==> config.mk <==
export PLATFORM = sky130hd
export DESIGN_NAME = instr_fetch_unit
export DESIGN_NICKNAME = d
export VERILOG_FILES = /design/src/rtl/instr_fetch_unit.sv
export SDC_FILE = /design/constraint.sdc
export NUM_CORES = 1
export LEC_CHECK = 0
export CORE_MARGIN = 3
export CORE_UTILIZATION = 45
export DETAILED_ROUTE_END_ITERATION = 10
export GPL_TIMING_DRIVEN = 0
export PLACE_DENSITY = 0.83
export SLEW_MARGIN = 15
export SYNTH_ARGS = -nofsm -noshare
export SYNTH_HDL_FRONTEND = slang
export SYNTH_SLANG_ARGS = --single-unit
==> constraint.sdc <==
create_clock -name clk -period 4.38 [get_ports clk]
set_clock_uncertainty 0.05 [all_clocks]
set_input_delay 1.314 -clock clk [delete_from_list [all_inputs] [get_ports clk]]
set_output_delay 1.314 -clock clk [all_outputs]
set_load 0.02 [all_outputs]
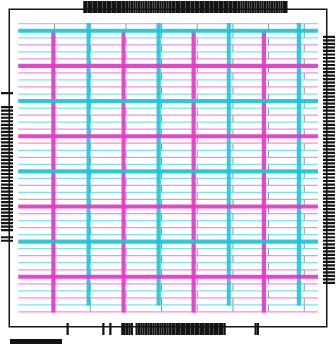
run_1/power_grid.png
Bar = 20 microns. Pins as bars on the die edge. Tap cells in gray.
- cyan: VDD
- magenta: VSS
- signal pins: 244
- tap cells: 172
- met5 straps: 8
- met1 rails: 42
- met4 straps: 8
die width: 122 microns
total core area: 12900 sq um
Die Y: 122 microns
Max IR drop VDD: 0.000488 V

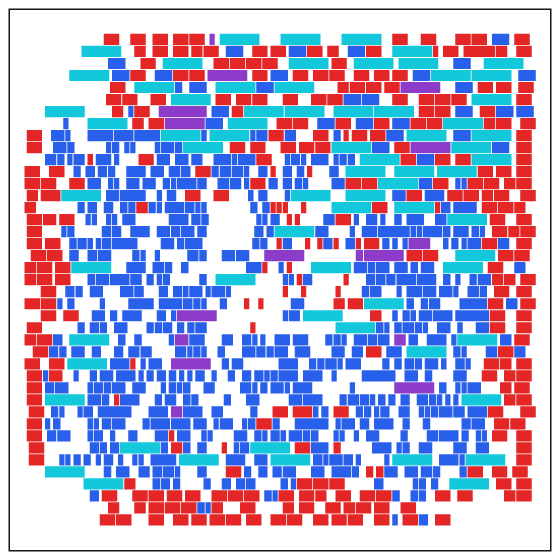
run_1/placement_by_type.png
- blue: combinational and other logic (cells 589; share of their area 45%)
- red: remaining buffers and delay cells (cells 313; share of their area 32%)
- purple: clock drivers and dummy loads (cells 16; share of their area 3.4%)
- cyan: sequential cells (cells 69; share of their area 19%)
Finished Core Util: 70.4%
fin area: 9100 sq um
Seq/total area: 19.0%
FP Rows: 41

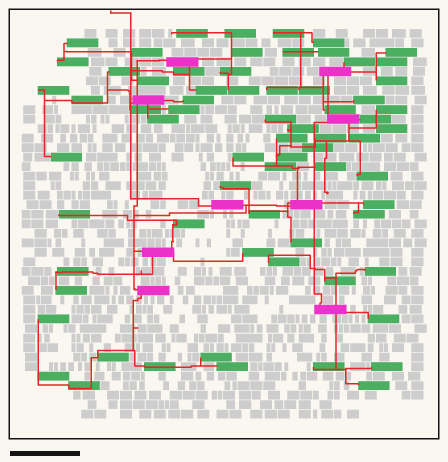
run_1/clk_routes.png
Bar = 20 microns.
- magenta: clock drivers (count 9)
- green: flip-flops (count 69)
- red: clock wires (length 1140 microns)
- flops lie: all over the die
Clock Power: 0.766 mW
worst skew pair latency: 0.34 ns
Clock power frac: 11.7%

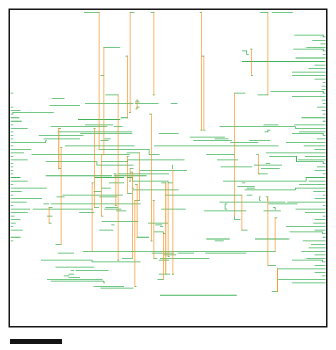
run_1/wires.png
Bar = 20 microns. Only two layers are drawn.
- orange: metal 4 (wire length 960 microns)
- green: metal 3 (wire length 2140 microns)
routed length per instance: 21.0 microns
vias: 6796
gr usage total: 31.9%
Routed WL: 24300 microns

==> results.py <==
# Physical implementation metrics
metrics = {
    "yosys": {
        "synthSimpleGateAreaFrac_pct": 18.6,
        "mux_share_pct": 6.44,
        "synth_cell_types": 71,
        "synth-area-yosys_sq_um": 6080,
        "syn_area_per_cell_sq_um": 8.37,
        "synthAoiAreaFrac_pct": 23.0,
        "synth_top_cell_by_area": "dfrtp_1",
        "topCellsByArea": "dfrtp_1 28%, ha_1 7.0%, mux2_2 6.1%",
        "top_cell_area_share_pct": 28.4,
        "ff_type": "dfrtp_1",
        "common_cells": "69 x dfrtp_1, 58 x a21oi_1, 57 x nand2_1, 52 x nor2_1, 50 x o21ai_0",
        "syn_area_sq_um": 6080,
        "yosys.area_share.adder_pct": 7.32,
        "synth_nets": 875,
        "yosysMostFrequentCell": "dfrtp_1",
        "netlist_instances": 727,
        "ys_ff": 69,
        "synthTopLogicFamily": "AND-OR/OR-AND gates",
        "xor_area_share_pct": 7.61,
        "ys_warn_count": 0,
        "ys_cells": 727,
        "yosys.stat.seqShare_pct": 28.4,
        "edf_count": 0,
    },
    "job": {
        "cap_violations": 0,
        "tool_warnings": 31,
    },
    "worst_setup_path": {
        "reg2reg_depth": 15,
        "path_class": "flop to output port",
        "r2r_setup_slack_ns": 0.12,
        "critPathRequiredTime_ns": 3.02,
        "start_kind": "flop",
        "worstPathMaxFanout": 8,
        "critPathCaptureType": "output port",
        "worst-endpoint-arrival_ns": 2.92,
    },
    "floorplanning": {
        "initCoreUtil_pct": 47.1,
        "dieArea_sq_um": 15000,
        "io_pins": 244,
    },
    "finish": {
        "fillers": 1065,
        "fin_cells": 1159,
        "area_growth_syn_to_layout_pct": 49.5,
        "post_route_cells_drive_above_1_share_pct": 11.6,
        "layout.nets": 1130,
        "mi_logic_area_sq_um": 3870,
        "seq_area_sq_um": 1730,
        "antenna_cells": 0,
        "lay_top_count": "clkdlybuf4s50_1",
        "final_cell_mix": "238 x clkdlybuf4s50_1, 69 x dfrtp_1, 58 x a21oi_1",
    },
    "timing": {
        "setup_tns_ns": 0,
        "final_max_slew_viol_count": 0,
        "fin_crit_sh_pct": 97.9,
        "worst_slew_pin_slew_ns": 0.890,
        "max_freq_mhz": 233,
        "fin_crit_ns": 4.29,
        "hold_ws_ns": 0.409,
        "timing.final.ws_setup_ns": 0.0941,
        "setup_viol": 0,
        "max_slew_margin_pct": 40.7,
        "hold_viol": 0,
    },
    "grt": {
        "grt_busiest_layer": "met2",
        "grt_pass1_vias": 6622,
        "grt_overflow": 0,
        "grt_pass1_wl_microns": 36500,
        "met2_usage_pct": 52.9,
        "antenna_found_initial": 0,
        "use_met1_pct": 40.5,
        "grt_max_degree": 38,
    },
    "placement": {
        "dpl_cell_area_sq_um": 8750,
        "dpl_worst_slack_ns": -0.361,
        "io_buffers": 243,
        "dp_hpwl_microns": 18300,
        "place_inst": 1143,
        "place.gp.congestion": 0.985,
    },
    "clocking": {
        "numClockSinks": 69,
        "post-cts-setup-buffer-count": 0,
        "cts_root_buffer": "clkbuf_16",
        "clk_pin_slew_ns": 0.06,
        "holdBufCountCts": 0,
        "tritoncts": "done",
        "clock_path_buffers": 2,
        "cts_repair_resize_count": 5,
        "h-tree-depth": 3,
        "cts-buffers-inserted": 9,
    },
    "power": {
        "total_power_mw": 6.55,
        "p_leak_nw": 3.78,
        "power_density_nw_per_um2": 720,
    },
    "min_path": {
        "min_path_cells": 1,
        "hold_path_class": "flop to flop",
    },
    "detailed_routing": {
        "drt_iter0_drc": 455,
        "route.met2.wl_microns": 11700,
        "top_layer": "met4",
        "wl_met1_microns": 9570,
        "ant_nets": 0,
        "drcViolationCount": 0,
        "dr.pass1.iters": 5,
        "wl_met3_microns": 2140,
        "post_drt_via_cell_ratio": 5.86,
    },
    "outcome": {
        "outcome": "complete, no violations",
    },
}
## run 1: critical path, cell delays in order, from the launching register on
cell	delay, ns
dfrtp_1	0.51
and3_2	0.31
nand4_4	0.23
nor2_2	0.33
and3_1	0.27
xor2_1	0.27
clkdlybuf4s50_1	0.66
## run 1: power by group
| group | total (mW) | switching [mW] | internal, mW |
|---|---|---|---|
| clock network | 0.766 | 0.308 | 0.458 |
| registers | 1.33 | 0.384 | 0.942 |
| logic | 4.46 | 2.34 | 2.12 |
| total | 6.55 | 3.03 | 3.52 |
## run 1: area by class of cell
type,count,area share (%)
clock buffers,11,2.67
inverters,36,1.49
plain buffers,69,4.33
repair buffers,244,27.0
well taps,172,2.37
multi-input cells,553,42.6
flip-flops and latches,69,19.0
clock inverters,5,0.646
Power is estimated from default activity; no workload was simulated.
